Figure 1. Signal wires on met1.
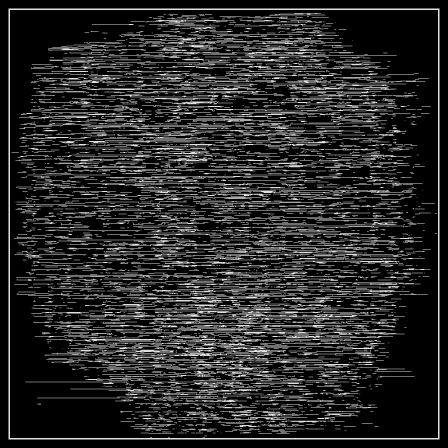
Figure 2. Metal 2.
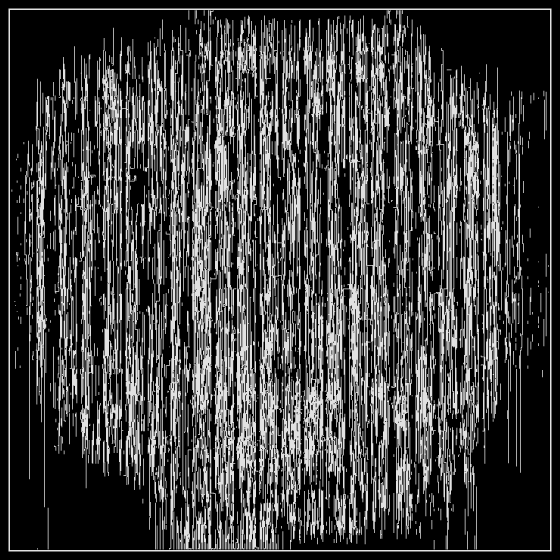
Figure 3. The metal 3 layer.
Scale bar: 100 µm.
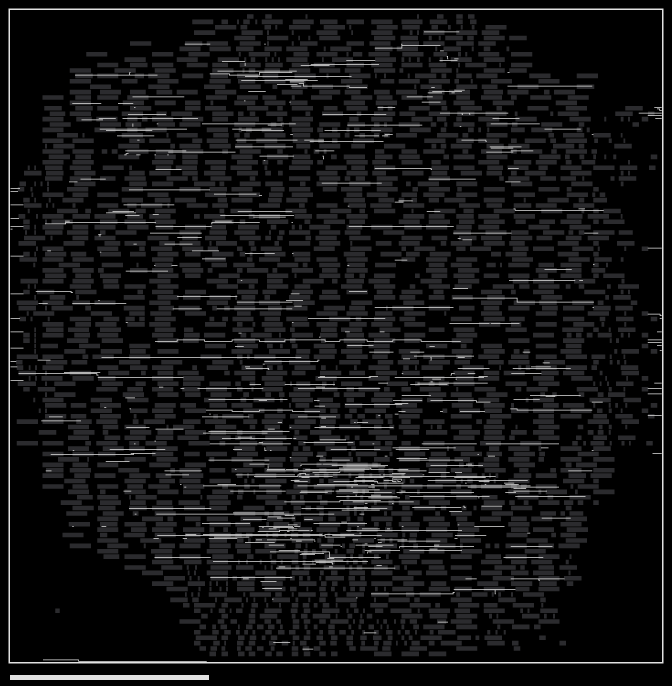
Figure 4. Met4 routing.
Scale bar: 100 µm.
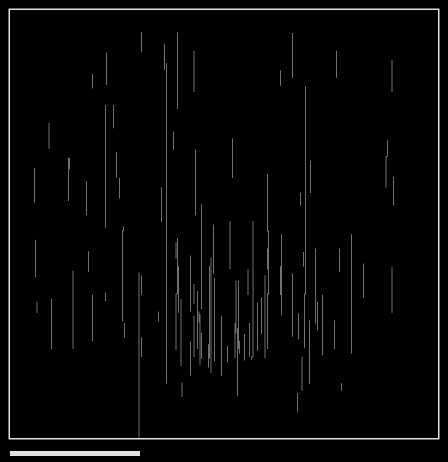
===== config.mk =====
export PLATFORM = sky130hd
export DESIGN_NAME = bus_mem_responder_flat
export DESIGN_NICKNAME = d
export VERILOG_FILES = /design/src/rtl/bus_mem_pkg.sv /design/src/rtl/bus_mem_responder_if.sv /design/src/rtl/bus_mem_ram.sv /design/src/rtl/bus_mem_responder.sv /design/src/flat_wrapper.sv
export SDC_FILE = /design/constraint.sdc
export NUM_CORES = 1
export LEC_CHECK = 0
export CELL_PAD_IN_SITES_DETAIL_PLACEMENT = 2
export CELL_PAD_IN_SITES_GLOBAL_PLACEMENT = 2
export CORE_UTILIZATION = 40
export DETAILED_ROUTE_END_ITERATION = 8
export GPL_ROUTABILITY_DRIVEN = 0
export HOLD_SLACK_MARGIN = 0.06
export PLACE_DENSITY = 0.74
export SLEW_MARGIN = 5
export SYNTH_ARGS = -nofsm -noshare
export SYNTH_HDL_FRONTEND = slang
export SYNTH_SLANG_ARGS = --single-unit

===== constraint.sdc =====
create_clock -name ctrl_clk -period 6.3 [get_ports ctrl_clk]
set_input_delay 1.26 -clock ctrl_clk [delete_from_list [all_inputs] [get_ports ctrl_clk]]
set_output_delay 1.26 -clock ctrl_clk [all_outputs]
set_load 0.01 [all_outputs]

===== src/rtl/bus_mem_pkg.sv =====
`default_nettype none
// ============================================================================
// Module      : bus_mem_pkg
// Description : Shared types and constants for the frame-buffer bus memory
//               responder: FSM state encoding, arbitration grant encoding,
//               wait-counter width and the RAM index-width helper.
// Revision    : 1.0 - initial release
// ============================================================================
package bus_mem_pkg;

  typedef enum logic [1:0] {
    IDLE    = 2'd0,
    WR_WAIT = 2'd1,
    RD_WAIT = 2'd2
  } state_e;

  typedef enum logic {
    WRITE = 1'b0,
    READ  = 1'b1
  } grant_e;

  // Wait counter holds latencies 0..15.
  localparam int c_CNT_W = 4;

  // Word-index width for a RAM of the given depth (at least one bit).
  function automatic int idx_width(input int depth);
    return (depth > 2) ? $clog2(depth) : 1;
  endfunction

endpackage
`default_nettype wire


===== src/rtl/bus_mem_responder_if.sv =====
`default_nettype none
// ============================================================================
// Module      : bus_mem_responder_if
// Description : Write/read port pair of the frame-buffer bus, each with its
//               own waitrequest.
//   master : drives write_addr, iData, write, read_addr, read
//   slave  : drives write_waitrequest, oData, read_waitrequest
// Revision    : 1.0 - initial release
// ============================================================================
interface bus_mem_responder_if #(
  parameter int DATA_W = 32,
  parameter int ADDR_W = 32
);
  logic [ADDR_W-1:0] write_addr;
  logic [DATA_W-1:0] iData;
  logic              write;
  logic              write_waitrequest;
  logic [ADDR_W-1:0] read_addr;
  logic              read;
  logic [DATA_W-1:0] oData;
  logic              read_waitrequest;

  modport master (
    output write_addr, iData, write, read_addr, read,
    input  write_waitrequest, oData, read_waitrequest
  );

  modport slave (
    input  write_addr, iData, write, read_addr, read,
    output write_waitrequest, oData, read_waitrequest
  );
endinterface
`default_nettype wire


===== src/rtl/bus_mem_ram.sv =====
`default_nettype none
// ============================================================================
// Module      : bus_mem_ram
// Description : Single-port synchronous word RAM, DEPTH x DATA_W, with a
//               registered read (data appears the cycle after the address).
//   clk     : clock
//   i_we    : write enable
//   i_addr  : word index
//   i_wdata : write data
//   o_rdata : registered read data
// Revision    : 1.0 - initial release
// ============================================================================
module bus_mem_ram #(
  parameter int DATA_W = 32,
  parameter int DEPTH  = 32,
  parameter int IDX_W  = 5
) (
  input  logic              clk,
  input  logic              i_we,
  input  logic [IDX_W-1:0]  i_addr,
  input  logic [DATA_W-1:0] i_wdata,
  output logic [DATA_W-1:0] o_rdata
);

  logic [DATA_W-1:0] r_mem [DEPTH];
  logic [DATA_W-1:0] r_rdata;

  always_ff @(posedge clk) begin
    if (i_we) begin
      r_mem[i_addr] <= i_wdata;
    end
    r_rdata <= r_mem[i_addr];
  end

  assign o_rdata = r_rdata;

endmodule
`default_nettype wire


===== src/rtl/bus_mem_responder.sv =====
`default_nettype none
// ============================================================================
// Module      : bus_mem_responder
// Description : Memory-mapped responder for the frame-buffer bus. Serves one
//               write and one read port from an on-chip RAM with programmable
//               per-port wait latency and round-robin arbitration.
//   ctrl_clk : clock (rising edge)
//   reset_n  : asynchronous active-low reset
//   bus      : slave side of the write/read port pair
//   oob_err  : sticky, set when an out-of-range access completes
// Revision    : 1.0 - initial release
// ============================================================================
module bus_mem_responder
  import bus_mem_pkg::*;
#(
  parameter int                DATA_W   = 32,
  parameter int                ADDR_W   = 32,
  parameter int                DEPTH    = 32,
  parameter int                WR_LAT   = 1,
  parameter int                RD_LAT   = 1,
  parameter logic [DATA_W-1:0] OOB_DATA = DATA_W'(32'hDEADBEEF)
) (
  input  logic                 ctrl_clk,
  input  logic                 reset_n,
  bus_mem_responder_if.slave   bus,
  output logic                 oob_err
);

  localparam int                 c_IDX_W   = idx_width(DEPTH);
  localparam logic [c_CNT_W-1:0] c_WR_LAT  = c_CNT_W'(WR_LAT);
  localparam logic [c_CNT_W-1:0] c_RD_LAT  = c_CNT_W'(RD_LAT);
  localparam logic [c_CNT_W-1:0] c_CNT_ONE = c_CNT_W'(1);

  state_e               r_state,      w_state_nxt;
  logic [c_CNT_W-1:0]   r_cnt,        w_cnt_nxt;
  grant_e               r_last_grant, w_last_grant_nxt;
  logic [c_IDX_W-1:0]   r_idx,        w_idx_nxt;
  logic                 r_oob,        w_oob_nxt;
  logic [DATA_W-1:0]    r_wdata,      w_wdata_nxt;
  logic [DATA_W-1:0]    r_odata,      w_odata_nxt;
  logic                 r_oob_err,    w_oob_err_nxt;

  logic                 w_ram_we;
  logic [c_IDX_W-1:0]   w_ram_addr;
  logic [DATA_W-1:0]    w_ram_rdata;
  logic                 w_wr_wait;
  logic                 w_rd_wait;

  // Word index is addr[ADDR_W-1:2]; any set bit above the RAM index field
  // means the index is >= DEPTH.
  logic [c_IDX_W-1:0]   w_wr_idx;
  logic [c_IDX_W-1:0]   w_rd_idx;
  logic                 w_wr_oob;
  logic                 w_rd_oob;

  assign w_wr_idx = bus.write_addr[c_IDX_W+1:2];
  assign w_rd_idx = bus.read_addr[c_IDX_W+1:2];
  assign w_wr_oob = |bus.write_addr[ADDR_W-1:c_IDX_W+2];
  assign w_rd_oob = |bus.read_addr[ADDR_W-1:c_IDX_W+2];

  // Byte-lane bits carry no meaning on a word-aligned bus.
  wire w_unused_ok = &{1'b0, bus.write_addr[1:0], bus.read_addr[1:0]};

  always_comb begin
    w_state_nxt      = r_state;
    w_cnt_nxt        = r_cnt;
    w_last_grant_nxt = r_last_grant;
    w_idx_nxt        = r_idx;
    w_oob_nxt        = r_oob;
    w_wdata_nxt      = r_wdata;
    w_odata_nxt      = r_odata;
    w_oob_err_nxt    = r_oob_err;
    w_ram_we         = 1'b0;
    w_ram_addr       = r_idx;
    w_wr_wait        = 1'b1;
    w_rd_wait        = 1'b1;

    case (r_state)
      IDLE: begin
        // Present the read index already in IDLE so the registered RAM
        // output is valid by the cnt==1 cycle even when RD_LAT is 1.
        w_ram_addr = w_rd_idx;
        if (bus.write && (!bus.read || r_last_grant == READ)) begin
          w_state_nxt      = WR_WAIT;
          w_cnt_nxt        = c_WR_LAT;
          w_idx_nxt        = w_wr_idx;
          w_oob_nxt        = w_wr_oob;
          w_wdata_nxt      = bus.iData;
          w_last_grant_nxt = WRITE;
        end else if (bus.read) begin
          w_state_nxt      = RD_WAIT;
          w_cnt_nxt        = c_RD_LAT;
          w_idx_nxt        = w_rd_idx;
          w_oob_nxt        = w_rd_oob;
          w_last_grant_nxt = READ;
        end
      end

      WR_WAIT: begin
        if (!bus.write) begin
          // Initiator withdrew: drop the transaction without side effects.
          w_state_nxt = IDLE;
        end else if (r_cnt == '0) begin
          w_wr_wait   = 1'b0;
          w_ram_we    = !r_oob;
          if (r_oob) begin
            w_oob_err_nxt = 1'b1;
          end
          w_state_nxt = IDLE;
        end else begin
          w_cnt_nxt = r_cnt - c_CNT_ONE;
        end
      end

      RD_WAIT: begin
        if (!bus.read) begin
          w_state_nxt = IDLE;
        end else if (r_cnt == '0) begin
          w_rd_wait   = 1'b0;
          if (r_oob) begin
            w_oob_err_nxt = 1'b1;
          end
          w_state_nxt = IDLE;
        end else begin
          w_cnt_nxt = r_cnt - c_CNT_ONE;
          if (r_cnt == c_CNT_ONE) begin
            w_odata_nxt = r_oob ? OOB_DATA : w_ram_rdata;
          end
        end
      end

      default: begin
        w_state_nxt = IDLE;
      end
    endcase
  end

  always_ff @(posedge ctrl_clk or negedge reset_n) begin
    if (!reset_n) begin
      r_state      <= IDLE;
      r_cnt        <= '0;
      r_last_grant <= READ;
      r_idx        <= '0;
      r_oob        <= 1'b0;
      r_wdata      <= '0;
      r_odata      <= '0;
      r_oob_err    <= 1'b0;
    end else begin
      r_state      <= w_state_nxt;
      r_cnt        <= w_cnt_nxt;
      r_last_grant <= w_last_grant_nxt;
      r_idx        <= w_idx_nxt;
      r_oob        <= w_oob_nxt;
      r_wdata      <= w_wdata_nxt;
      r_odata      <= w_odata_nxt;
      r_oob_err    <= w_oob_err_nxt;
    end
  end

  bus_mem_ram #(
    .DATA_W (DATA_W),
    .DEPTH  (DEPTH),
    .IDX_W  (c_IDX_W)
  ) u_ram (
    .clk     (ctrl_clk),
    .i_we    (w_ram_we),
    .i_addr  (w_ram_addr),
    .i_wdata (r_wdata),
    .o_rdata (w_ram_rdata)
  );

  assign bus.write_waitrequest = w_wr_wait;
  assign bus.read_waitrequest  = w_rd_wait;
  assign bus.oData             = r_odata;
  assign oob_err               = r_oob_err;

endmodule
`default_nettype wire


===== src/flat_wrapper.sv =====
// flat-port wrapper written by rule: the top's interface ports become plain ports
module bus_mem_responder_flat import bus_mem_pkg::*;
#(
  parameter int                DATA_W   = 32,
  parameter int                ADDR_W   = 32,
  parameter int                DEPTH    = 32,
  parameter int                WR_LAT   = 1,
  parameter int                RD_LAT   = 1,
  parameter logic [DATA_W-1:0] OOB_DATA = DATA_W'(32'hDEADBEEF)
)
  (ctrl_clk, reset_n, oob_err, bus_write_addr, bus_iData, bus_write, bus_read_addr, bus_read, bus_write_waitrequest, bus_oData, bus_read_waitrequest);
  bus_mem_responder_if #(.DATA_W(DATA_W), .ADDR_W(ADDR_W)) bus_i ();
  input  logic ctrl_clk;
  input  logic reset_n;
  output logic oob_err;
  input wire logic [$bits(bus_i.write_addr)-1:0] bus_write_addr;
  input wire logic [$bits(bus_i.iData)-1:0] bus_iData;
  input wire logic [$bits(bus_i.write)-1:0] bus_write;
  input wire logic [$bits(bus_i.read_addr)-1:0] bus_read_addr;
  input wire logic [$bits(bus_i.read)-1:0] bus_read;
  output wire logic [$bits(bus_i.write_waitrequest)-1:0] bus_write_waitrequest;
  output wire logic [$bits(bus_i.oData)-1:0] bus_oData;
  output wire logic [$bits(bus_i.read_waitrequest)-1:0] bus_read_waitrequest;
  assign bus_i.write_addr = bus_write_addr;
  assign bus_i.iData = bus_iData;
  assign bus_i.write = bus_write;
  assign bus_i.read_addr = bus_read_addr;
  assign bus_i.read = bus_read;
  assign bus_write_waitrequest = bus_i.write_waitrequest;
  assign bus_oData = bus_i.oData;
  assign bus_read_waitrequest = bus_i.read_waitrequest;
  bus_mem_responder #(.DATA_W(DATA_W), .ADDR_W(ADDR_W), .DEPTH(DEPTH), .WR_LAT(WR_LAT), .RD_LAT(RD_LAT), .OOB_DATA(OOB_DATA)) u_core (.ctrl_clk(ctrl_clk), .reset_n(reset_n), .bus(bus_i), .oob_err(oob_err));
endmodule

==> Changelog: implementation <==
## Flow update

- Clk latency late pin: around 700 ps
- # clk buffers: approximately 170
- Top reg by flops: u_core.u_ram.r_mem
- LEAKAGE: 16.1 nW
- Tcrit/Tclk final: 81.0%
- Most instantiated library cell after synthesis: edfxtp_1
- PD cells: 460 mW/mm²
- Max FFs per register: 1024
- Routed Antenna Nets: 0
- Layout cells sized above 1: about a fifth
- Actual slew at the worst max-slew pin: between 1000 and 1500 ps
- Design area: 0.0500 mm²
- Chip Area, Yosys: 0.0426 mm²
- Mux cell area share: 10.5%
- Syn. warnings: 0
- Fp util: 40.4%
- Setup CP Type: reg -> reg
- Post-Place Worst Slack: 975 ps
- Worst reg2reg path startpoint: u_core.r_state[1]
- Num ports: ~140
- Top cells excl fill/tap: 1024 x edfxtp_1, 191 x mux4_2, 148 x nand2_1
- Top Metal Used: met4
- FF-to-FF path depth: 6
- Pwr Total: about 23 mW
- Endpoints failing setup: 0
- Setup Skew: 38.6 ps
- Final core occ: 47.4%
- Number of remaining DRC errors: 4
- GRT busiest layer: met2
- First-pass DRT Iterations: 7
- Yosys adder share: 0.176%
- CP required: about 6600 ps
- Max-area cell share: approximately 72%
- Buf/Inv on CP: 2
- Global-route wire length before repair: 190 mm
- Setup TNS: 0 ps
- Synth Instances: 2120
- Seq group: 10.8 mW
- FP Rows: 119
- TritonCTS clock tree: yes
- Biggest consumer: sequential cells
- Yosys cell count: 2120
- Register share after synthesis: 78.3%
- Setup ws final: 1200 ps
- HP Start: u_core.u_ram.o_rdata[17]
- Critical Path AT: 5440 ps
- Top logic family: multiplexers
- Area Growth Syn to Fin: 17.4%
- Vias in the first global route: 25283
- Register Area: 0.0333 mm²
- Met2 WL: between 70 and 80 mm
- Top delay family on crit path: simple AND/OR/NAND/NOR gates
- WHS: 459 ps
- Setup crit start: u_core.r_state[1]
- Port bufs: 130
- Largest net degree at the start of global routing: approximately 80
- Met1 wire length: 52.2 mm
- Status: finished with violations
- Via-to-Cell Ratio: 5.97
- Peak supply drop: 0.281 mV
- Largest class: sequential cells
- Crit-path slowest cell: ha_1
- Crit path max fanout: 66
- Failing checks: DRC
- Flop2flop setup slack: 1200 ps
- Clock sink count: 1134
- Reg-to-Reg End: u_core.u_ram.r_mem[6][0]
- Die width: approximately 330 µm
- Post-synth cell types: 54
- Detailed placement HPWL: 80.0 mm
- Layout clock area frac: 7.69%
- Crit. End Element: register
- Sequential power share: between 40% and 50%
- Post-route insts no fill: between 3000 and 4000
- Seq cells post-synth: 1134
- Slew margin rel.: 10.7%
- Hold Crit Class: reg -> reg
- H-tree levels: 3
- Top FF cell, synth: edfxtp_1
- Synth top cells by count: 1024 x edfxtp_1, 191 x mux4_2, 148 x nand2_1
- OpenROAD warnings: 34
- Combinational power share: 23.0%
- Comb area share: between 15 and 20%
- Met3 WL post-DR: 7.45 mm
- DR iter-0 viols: roughly 2400
- End of the critical path: u_core.u_ram.r_mem[6][0]
-- Figure 1 (at the start) --
longest straight run	110 µm
share of all routed wire	39%
nets with wire on the layer	2350
wire length on this layer	52.2 mm
main direction	horizontal
vias: 22734
met1 GRT Util: 31.7%
Post-Route WL: 134 mm

-- Figure 2 (at the start) --
main direction	vertical
wire length on this layer	70.4 mm
grt met2 use: 44.7%

-- Figure 3 (at the start) --
nets with wire on the layer	233
wire length on this layer	7450 µm
share of all routed wire	5.6%
longest straight run	117 µm
main direction	horizontal
met3 Usage GRT: 3.29%

-- Figure 4 (at the start) --
main direction	vertical
longest straight run	246 µm
share of all routed wire	2.8%
wire length on this layer	3690 µm
nets with wire on the layer	52

Power figures rest on the tool's default switching activity, not on a simulated workload.
